run_1/congestion.png
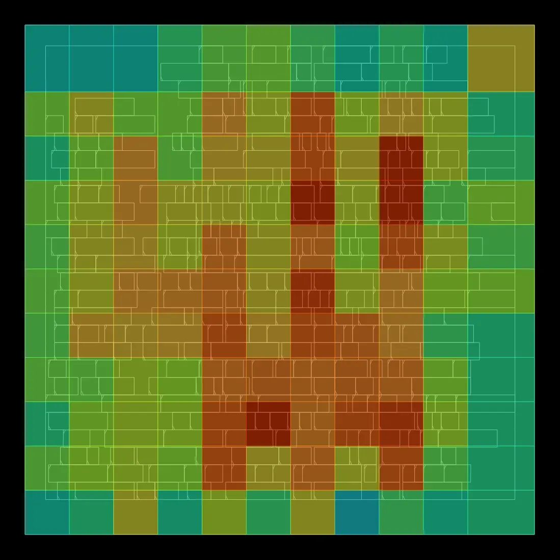
run_1/logic_types.png
Bar = 20 µm.
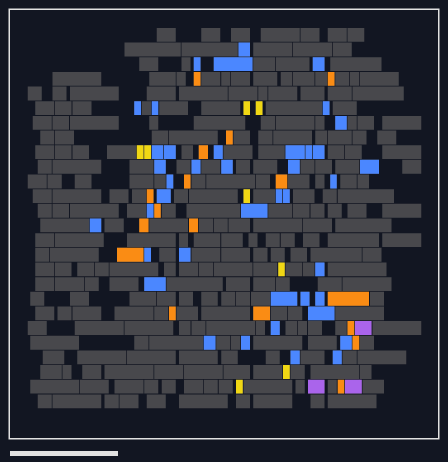
run_1/layer_met3.png
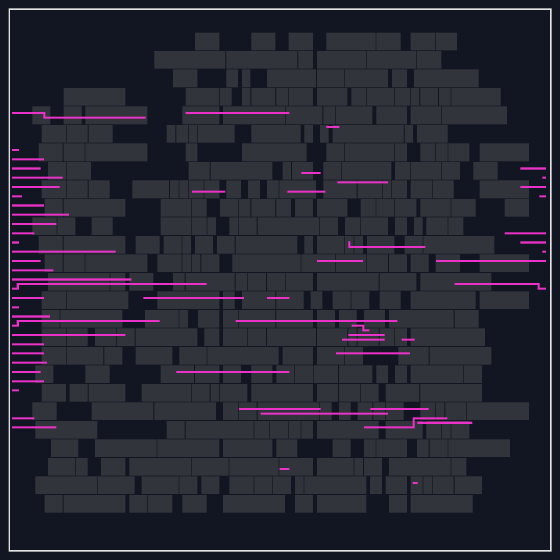
File: src/rtl/bus_initiator_if.sv
// Upstream command port, strobe/ack register bus and response port of the bus initiator.
// master = initiator side; slave = command source, bus responder and response sink.
interface bus_initiator_if #(
  parameter int DATAW = 8,
  parameter int LENW  = 4
);
  logic             i_cmd_valid;
  logic             o_cmd_ready;
  logic             i_cmd_we;
  logic [7:0]       i_cmd_addr;
  logic [DATAW-1:0] i_cmd_data;
  logic [LENW-1:0]  i_cmd_len;

  logic             o_stb;
  logic             o_we;
  logic [7:0]       o_addr;
  logic [DATAW-1:0] o_data;
  logic             i_ack;
  logic [DATAW-1:0] i_data;

  logic             o_rsp_valid;
  logic             i_rsp_ready;
  logic [DATAW-1:0] o_rsp_data;
  logic             o_rsp_we;
  logic             o_rsp_err;
  logic             o_rsp_last;

  modport master (
    input  i_cmd_valid, i_cmd_we, i_cmd_addr, i_cmd_data, i_cmd_len,
    input  i_ack, i_data, i_rsp_ready,
    output o_cmd_ready, o_stb, o_we, o_addr, o_data,
    output o_rsp_valid, o_rsp_data, o_rsp_we, o_rsp_err, o_rsp_last
  );

  modport slave (
    output i_cmd_valid, i_cmd_we, i_cmd_addr, i_cmd_data, i_cmd_len,
    output i_ack, i_data, i_rsp_ready,
    input  o_cmd_ready, o_stb, o_we, o_addr, o_data,
    input  o_rsp_valid, o_rsp_data, o_rsp_we, o_rsp_err, o_rsp_last
  );
endinterface

File: src/rtl/bus_initiator.sv
// Strobe/ack bus initiator with read bursts and per-beat ack timeout; cmd->stb 1 cycle, ack->rsp 1 cycle.
// One command in flight; the response is held until i_rsp_ready, and the next beat waits for it.
module bus_initiator #(
  parameter int DATAW   = 8,
  parameter int LENW    = 4,
  parameter int TIMEOUT = 16
) (
  input logic             i_clk,
  input logic             i_rst_n,
  bus_initiator_if.master bus
);
  typedef enum logic [1:0] {IDLE, STROBE, WAIT, RESP} state_e;

  localparam logic [7:0] TMO_LAST = 8'(TIMEOUT - 1);

  state_e           state_q;
  logic             stb_q;
  logic             we_q;
  logic [7:0]       addr_q;
  logic [DATAW-1:0] data_q;
  logic [LENW-1:0]  beats_q;  // beats still to issue after the current one
  logic [7:0]       tmo_q;
  logic             rsp_valid_q;
  logic [DATAW-1:0] rsp_data_q;
  logic             rsp_we_q;
  logic             rsp_err_q;
  logic             rsp_last_q;

  logic [7:0]       addr_d;
  logic [LENW-1:0]  beats_d;

  assign addr_d  = addr_q + 8'd1;
  assign beats_d = beats_q - 1'b1;

  always_ff @(posedge i_clk or negedge i_rst_n) begin
    if (!i_rst_n) begin
      state_q     <= IDLE;
      stb_q       <= 1'b0;
      we_q        <= 1'b0;
      addr_q      <= '0;
      data_q      <= '0;
      beats_q     <= '0;
      tmo_q       <= '0;
      rsp_valid_q <= 1'b0;
      rsp_data_q  <= '0;
      rsp_we_q    <= 1'b0;
      rsp_err_q   <= 1'b0;
      rsp_last_q  <= 1'b0;
    end else begin
      case (state_q)
        IDLE: begin
          if (bus.i_cmd_valid) begin
            we_q    <= bus.i_cmd_we;
            addr_q  <= bus.i_cmd_addr;
            data_q  <= bus.i_cmd_data;
            beats_q <= bus.i_cmd_we ? '0 : bus.i_cmd_len;
            stb_q   <= 1'b1;
            state_q <= STROBE;
          end
        end
        STROBE: begin
          stb_q   <= 1'b0;
          tmo_q   <= '0;
          state_q <= WAIT;
        end
        WAIT: begin
          // an ack on the final timeout cycle still wins over the abort
          if (bus.i_ack) begin
            rsp_valid_q <= 1'b1;
            rsp_data_q  <= we_q ? '0 : bus.i_data;
            rsp_we_q    <= we_q;
            rsp_err_q   <= 1'b0;
            rsp_last_q  <= (beats_q == '0);
            state_q     <= RESP;
          end else if (tmo_q == TMO_LAST) begin
            rsp_valid_q <= 1'b1;
            rsp_data_q  <= '0;
            rsp_we_q    <= we_q;
            rsp_err_q   <= 1'b1;
            rsp_last_q  <= 1'b1;
            beats_q     <= '0;
            state_q     <= RESP;
          end else begin
            tmo_q <= tmo_q + 8'd1;
          end
        end
        RESP: begin
          if (bus.i_rsp_ready) begin
            rsp_valid_q <= 1'b0;
            if (rsp_last_q) begin
              state_q <= IDLE;
            end else begin
              addr_q  <= addr_d;
              beats_q <= beats_d;
              stb_q   <= 1'b1;
              state_q <= STROBE;
            end
          end
        end
        default: state_q <= IDLE;
      endcase
    end
  end

  assign bus.o_cmd_ready = (state_q == IDLE) & i_rst_n;
  assign bus.o_stb       = stb_q;
  assign bus.o_we        = we_q;
  assign bus.o_addr      = addr_q;
  assign bus.o_data      = data_q;
  assign bus.o_rsp_valid = rsp_valid_q;
  assign bus.o_rsp_data  = rsp_data_q;
  assign bus.o_rsp_we    = rsp_we_q;
  assign bus.o_rsp_err   = rsp_err_q;
  assign bus.o_rsp_last  = rsp_last_q;
endmodule

File: src/flat_wrapper.sv
// flat-port wrapper written by rule: the top's interface ports become plain ports
module bus_initiator_flat 
#(
  parameter int DATAW   = 8,
  parameter int LENW    = 4,
  parameter int TIMEOUT = 16
)
  (i_clk, i_rst_n, bus_i_cmd_valid, bus_i_cmd_we, bus_i_cmd_addr, bus_i_cmd_data, bus_i_cmd_len, bus_i_ack, bus_i_data, bus_i_rsp_ready, bus_o_cmd_ready, bus_o_stb, bus_o_we, bus_o_addr, bus_o_data, bus_o_rsp_valid, bus_o_rsp_data, bus_o_rsp_we, bus_o_rsp_err, bus_o_rsp_last);
  bus_initiator_if #(.DATAW(DATAW), .LENW(LENW)) bus_i ();
  input logic i_clk;
  input logic i_rst_n;
  input wire logic [$bits(bus_i.i_cmd_valid)-1:0] bus_i_cmd_valid;
  input wire logic [$bits(bus_i.i_cmd_we)-1:0] bus_i_cmd_we;
  input wire logic [$bits(bus_i.i_cmd_addr)-1:0] bus_i_cmd_addr;
  input wire logic [$bits(bus_i.i_cmd_data)-1:0] bus_i_cmd_data;
  input wire logic [$bits(bus_i.i_cmd_len)-1:0] bus_i_cmd_len;
  input wire logic [$bits(bus_i.i_ack)-1:0] bus_i_ack;
  input wire logic [$bits(bus_i.i_data)-1:0] bus_i_data;
  input wire logic [$bits(bus_i.i_rsp_ready)-1:0] bus_i_rsp_ready;
  output wire logic [$bits(bus_i.o_cmd_ready)-1:0] bus_o_cmd_ready;
  output wire logic [$bits(bus_i.o_stb)-1:0] bus_o_stb;
  output wire logic [$bits(bus_i.o_we)-1:0] bus_o_we;
  output wire logic [$bits(bus_i.o_addr)-1:0] bus_o_addr;
  output wire logic [$bits(bus_i.o_data)-1:0] bus_o_data;
  output wire logic [$bits(bus_i.o_rsp_valid)-1:0] bus_o_rsp_valid;
  output wire logic [$bits(bus_i.o_rsp_data)-1:0] bus_o_rsp_data;
  output wire logic [$bits(bus_i.o_rsp_we)-1:0] bus_o_rsp_we;
  output wire logic [$bits(bus_i.o_rsp_err)-1:0] bus_o_rsp_err;
  output wire logic [$bits(bus_i.o_rsp_last)-1:0] bus_o_rsp_last;
  assign bus_i.i_cmd_valid = bus_i_cmd_valid;
  assign bus_i.i_cmd_we = bus_i_cmd_we;
  assign bus_i.i_cmd_addr = bus_i_cmd_addr;
  assign bus_i.i_cmd_data = bus_i_cmd_data;
  assign bus_i.i_cmd_len = bus_i_cmd_len;
  assign bus_i.i_ack = bus_i_ack;
  assign bus_i.i_data = bus_i_data;
  assign bus_i.i_rsp_ready = bus_i_rsp_ready;
  assign bus_o_cmd_ready = bus_i.o_cmd_ready;
  assign bus_o_stb = bus_i.o_stb;
  assign bus_o_we = bus_i.o_we;
  assign bus_o_addr = bus_i.o_addr;
  assign bus_o_data = bus_i.o_data;
  assign bus_o_rsp_valid = bus_i.o_rsp_valid;
  assign bus_o_rsp_data = bus_i.o_rsp_data;
  assign bus_o_rsp_we = bus_i.o_rsp_we;
  assign bus_o_rsp_err = bus_i.o_rsp_err;
  assign bus_o_rsp_last = bus_i.o_rsp_last;
  bus_initiator #(.DATAW(DATAW), .LENW(LENW), .TIMEOUT(TIMEOUT)) u_core (.i_clk(i_clk), .i_rst_n(i_rst_n), .bus(bus_i));
endmodule
File: config.mk
export PLATFORM = sky130hd
export DESIGN_NAME = bus_initiator_flat
export DESIGN_NICKNAME = d
export VERILOG_FILES = /design/src/rtl/bus_initiator_if.sv /design/src/rtl/bus_initiator.sv /design/src/flat_wrapper.sv
export SDC_FILE = /design/constraint.sdc
export NUM_CORES = 1
export LEC_CHECK = 0
export CAP_MARGIN = 10
export CORE_MARGIN = 3
export CORE_UTILIZATION = 43
export DETAILED_ROUTE_END_ITERATION = 8
export HOLD_SLACK_MARGIN = 0.02
export PLACE_DENSITY = 0.76
export SETUP_SLACK_MARGIN = 0.4
export SLEW_MARGIN = 25
export SYNTH_ARGS = -nofsm -noshare
export SYNTH_HDL_FRONTEND = slang
export SYNTH_SLANG_ARGS = --single-unit
File: constraint.sdc
create_clock -name i_clk -period 1.9 [get_ports i_clk]
set_input_delay 0.38 -clock i_clk [delete_from_list [all_inputs] [get_ports i_clk]]
set_output_delay 0.38 -clock i_clk [all_outputs]
set_load 0.1 [all_outputs]
==> results.py, run 1 <==
# Auto-generated metrics
metrics = {
    "status": {
        "status": "completed",
    },
    "clock_tree": {
        "cts_made_buffers": 5,
        "clock.latency.late_pin_ns": 0.31,
        "cts_buffer_depth": 2,
        "cts_tree": "done",
        "clkSinkCount": 44,
        "root_buffer": "clkbuf_8",
        "post-cts-setup-buffer-count": 22,
        "cts_hold_buffers": 0,
    },
    "synthesis": {
        "logic_family": "AND-OR/OR-AND gates",
        "mux_share_pct": 7.67,
        "adder_share_pct": 4.86,
        "synthDistinctLibCells": 47,
        "ys_sh_aoi_pct": 18.6,
        "synth_area_um2": 2320,
        "fp_nets": 264,
        "top_area_share_pct": 47.5,
        "ys_cells": 221,
        "synth_flops": 44,
        "largest_area_cell": "dfrtp_1",
        "ys_sh_simple_pct": 17.3,
        "synthArstFlopShare_pct": 100,
        "synth.area.top_cells": "dfrtp_1, mux2_2, ha_1",
    },
    "die": {
        "core-area_um2": 5170,
        "fp_util_pct": 44.8,
        "die_h_um": 79.4,
        "nWellTaps": 70,
        "rows": 26,
    },
    "routing": {
        "drc": 0,
        "wl_met2_mm": 3.58,
        "detail_route.iter0.violations": 155,
        "ant_nets": 0,
        "dr_wl_met3_um": 463,
        "vias": 2250,
    },
    "final_layout": {
        "seq_area_share_pct": 28.7,
        "fin_cells": 401,
        "clk_share_pct": 2.92,
        "final_cell_mix": "buf_4, dfrtp_1, clkdlybuf4s50_1",
        "drive_above_1_share_pct": 49.2,
        "buf_share_pct": 29.3,
        "utilization_pct": 76.1,
        "lay_top_count": "buf_4",
        "n_all_buffers": 109,
        "final-seq-area_um2": 1130,
    },
    "grt": {
        "grt_pass1_vias": 2192,
        "use_met2_pct": 38.6,
        "gr-usage-met3_pct": 5.42,
        "grt_pass1_wl_mm": 10.9,
    },
    "sta": {
        "fin_crit_ns": 1.79,
        "clock_skew_ns": 0.0150,
        "relSlewSlack_pct": 62.2,
        "worst_pin_slew_ns": 0.567,
        "setup_ws_ns": 0.112,
        "fmax_mhz": 559,
        "setup-tns-final_ns": 0,
    },
    "critical_path": {
        "reg2reg_from": "u_core.state_q[0]",
        "ff2ff_setup_slack_ns": 0.11,
        "cp_num_buf_inv": 1,
        "crit_arrival_ns": 1.98,
        "slowest_delay_ns": 0.44,
        "reg2reg_to": "u_core.beats_q[0]",
        "crit_start": "u_core.state_q[0]",
        "cp_max_fo": 3,
        "crit_chain": "inv_2 > ha_2 > nor3_1 > a2111oi_4 > nand2_2 > mux2_4",
        "cp_top_family": "flip-flops",
        "worstSetupEndpointType": "flop",
        "critPathKind": "flop to flop",
    },
    "place": {
        "place_congestion": 0.830,
        "place_area_um2": 3310,
        "port_buffers": 64,
        "placedCellCount": 365,
    },
    "min_path": {
        "min_path_type": "input pin to async pin",
    },
}
Back to the opening pictures, congestion.png:
All-Layer GR Usage: 22.3%
met1 Use GR: 26.6%
global routing's busiest layer: met2

Back to the opening pictures, logic_types.png:
family	color	cells	most used
nand cells	blue	41	nand2_1
nor cells	orange	17	nor2_1
xor and xnor cells	purple	3	xor2_1
inv cells	yellow	8	inv_1

Back to the opening pictures, layer_met3.png:
wire length on this layer	463 µm
main direction	horizontal
share of all routed wire	6.3%

## Run 2: what changed since run 1
Settings changed: CORE_UTILIZATION 43 to 24, PLACE_DENSITY 0.76 to unset.
run_2/congestion.png
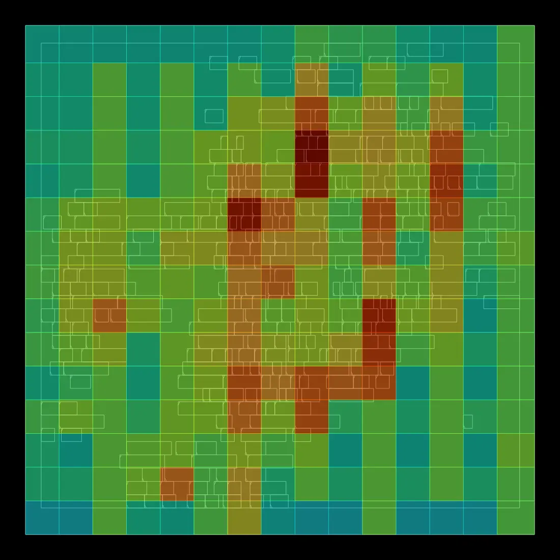
All-Layer GR Usage: 11.7%
met1 Use GR: 14.7%
Routed WL per cell: 14.5 µm

run_2/layer_met3.png
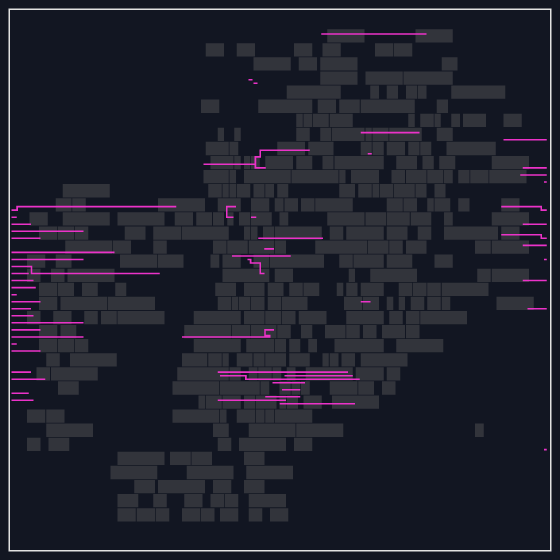
longest straight run	30.6 µm
share of all routed wire	7.1%
nets with wire on the layer	52
main direction	horizontal
wire length on this layer	474 µm
Post-Route WL: 6.69 mm
routed via count: 2155
met3 Usage GRT: 3.41%

==> results.py, run 2 <==
# Auto-generated metrics
metrics = {
    "critical_path": {
        "cp_num_buf_inv": 3,
        "critPathLaunchType": "flop",
        "cp_slowest_cell": "dfrtp_2",
        "critPathKind": "flop to primary output",
        "ff2ff_setup_slack_ns": 0.16,
        "cp_max_fo": 4,
        "crit_arrival_ns": 1.41,
        "reg2reg_to": "u_core.beats_q[2]",
        "crit_start": "u_core.state_q[1]",
        "worstRegToRegCells": 7,
        "crit_chain": "inv_2 > ha_4 > buf_6 > and2_4 > buf_12",
        "reg2reg_from": "u_core.state_q[1]",
        "cp_top_family": "flip-flops",
        "crit_required_ns": 1.52,
        "cp.depth": 5,
        "slowest_delay_ns": 0.46,
        "worstSetupEndpointType": "primary output",
    },
    "die": {
        "core-area_um2": 9330,
        "rows": 35,
        "die_area_um2": 10900,
        "die_h_um": 104,
        "io-pin-count": 65,
        "fp_util_pct": 24.8,
        "nWellTaps": 129,
    },
    "final_layout": {
        "lay_top_count": "buf_4",
        "final-comb-area_um2": 1420,
        "seq_area_share_pct": 28.1,
        "finalNetCount": 374,
        "area_delta_synth_final_pct": 73.5,
        "n_all_buffers": 109,
        "inverters": 8,
        "clk_share_pct": 2.33,
        "diodes": 0,
        "nFillCells": 863,
        "drive_above_1_share_pct": 49.1,
        "final_cell_mix": "buf_4, dfrtp_1, clkdlybuf4s50_1",
        "fin_cells": 461,
        "flop-count": 44,
        "comb_area_share_pct": 35.4,
        "comb_cells": 163,
        "utilization_pct": 43.1,
        "buf_share_pct": 29.4,
        "final-seq-area_um2": 1130,
        "clock_buffers": 5,
    },
    "clock_tree": {
        "clock.latency.late_pin_ns": 0.31,
        "clk_pin_slew_ns": 0.10,
        "post-cts-setup-buffer-count": 16,
        "cts_tree": "done",
        "cts_made_buffers": 5,
        "cts_buffer_depth": 2,
        "htreeDepth": 2,
        "root_buffer": "clkbuf_8",
        "clkSinkCount": 44,
        "cts_hold_buffers": 0,
    },
    "grt": {
        "grt_pass1_vias": 2199,
        "grt_pass1_wl_mm": 10.5,
        "grt_antenna_before_repair": 0,
        "grt.overflow.total": 0,
        "busiest_layer": "met2",
        "use_met2_pct": 19.1,
    },
    "synthesis": {
        "ys_sh_simple_pct": 17.3,
        "synth_flops": 44,
        "syn_inst": 221,
        "synthArstFlopShare_pct": 100,
        "logic_family": "AND-OR/OR-AND gates",
        "synth_area_um2": 2320,
        "ys_sh_aoi_pct": 18.6,
        "ys_cells": 221,
        "ys_top_cells_by_count": "dfrtp_1, o21ai_0, nand2_1",
        "synth-edff-count": 0,
        "synth_top_cell_by_count": "dfrtp_1",
        "synthDistinctLibCells": 47,
        "largest_area_cell": "dfrtp_1",
        "mux_share_pct": 7.67,
        "synthFlopType": "dfrtp_1",
        "ys_area_um2": 2320,
        "synth.area.top_cells": "dfrtp_1, mux2_2, ha_1",
        "yosys_warnings": 0,
        "fp_nets": 264,
        "avgSynthCellArea_um2": 10.5,
        "top_area_share_pct": 47.5,
        "adder_share_pct": 4.86,
        "ys_seq_share_pct": 47.5,
        "ys_sh_xor_pct": 1.13,
    },
    "place": {
        "place_area_um2": 3410,
        "placedCellCount": 427,
        "place_ws_ns": -0.138,
        "dp_hpwl_mm": 4.35,
        "port_buffers": 64,
        "place_congestion": 0.787,
    },
    "sta": {
        "setup-tns-final_ns": 0,
        "min_period_over_period_pct": 94.3,
        "fmax_mhz": 558,
        "rsz0062_at_grt": "true",
        "worst_pin_slew_ns": 0.575,
        "fin_crit_ns": 1.79,
        "drv_slew": 0,
        "setup_ws_ns": 0.109,
        "relSlewSlack_pct": 61.7,
        "fin_hold_ws_ns": 0.148,
        "hold_violations": 0,
        "clock_skew_ns": 0.0127,
    },
    "routing": {
        "via_per_inst": 4.67,
        "detail_route.iter0.violations": 132,
        "drc": 0,
        "dr_wl_met3_um": 473,
        "wl_met2_mm": 3.18,
        "top_layer_used": "met4",
        "wirelength_met1_mm": 2.89,
        "ant_nets": 0,
    },
    "min_path": {
        "min_path_type": "input pin to async pin",
    },
    "flow_run": {
        "warnings": 34,
        "maxCapViolations": 0,
    },
    "status": {
        "status": "completed",
    },
}
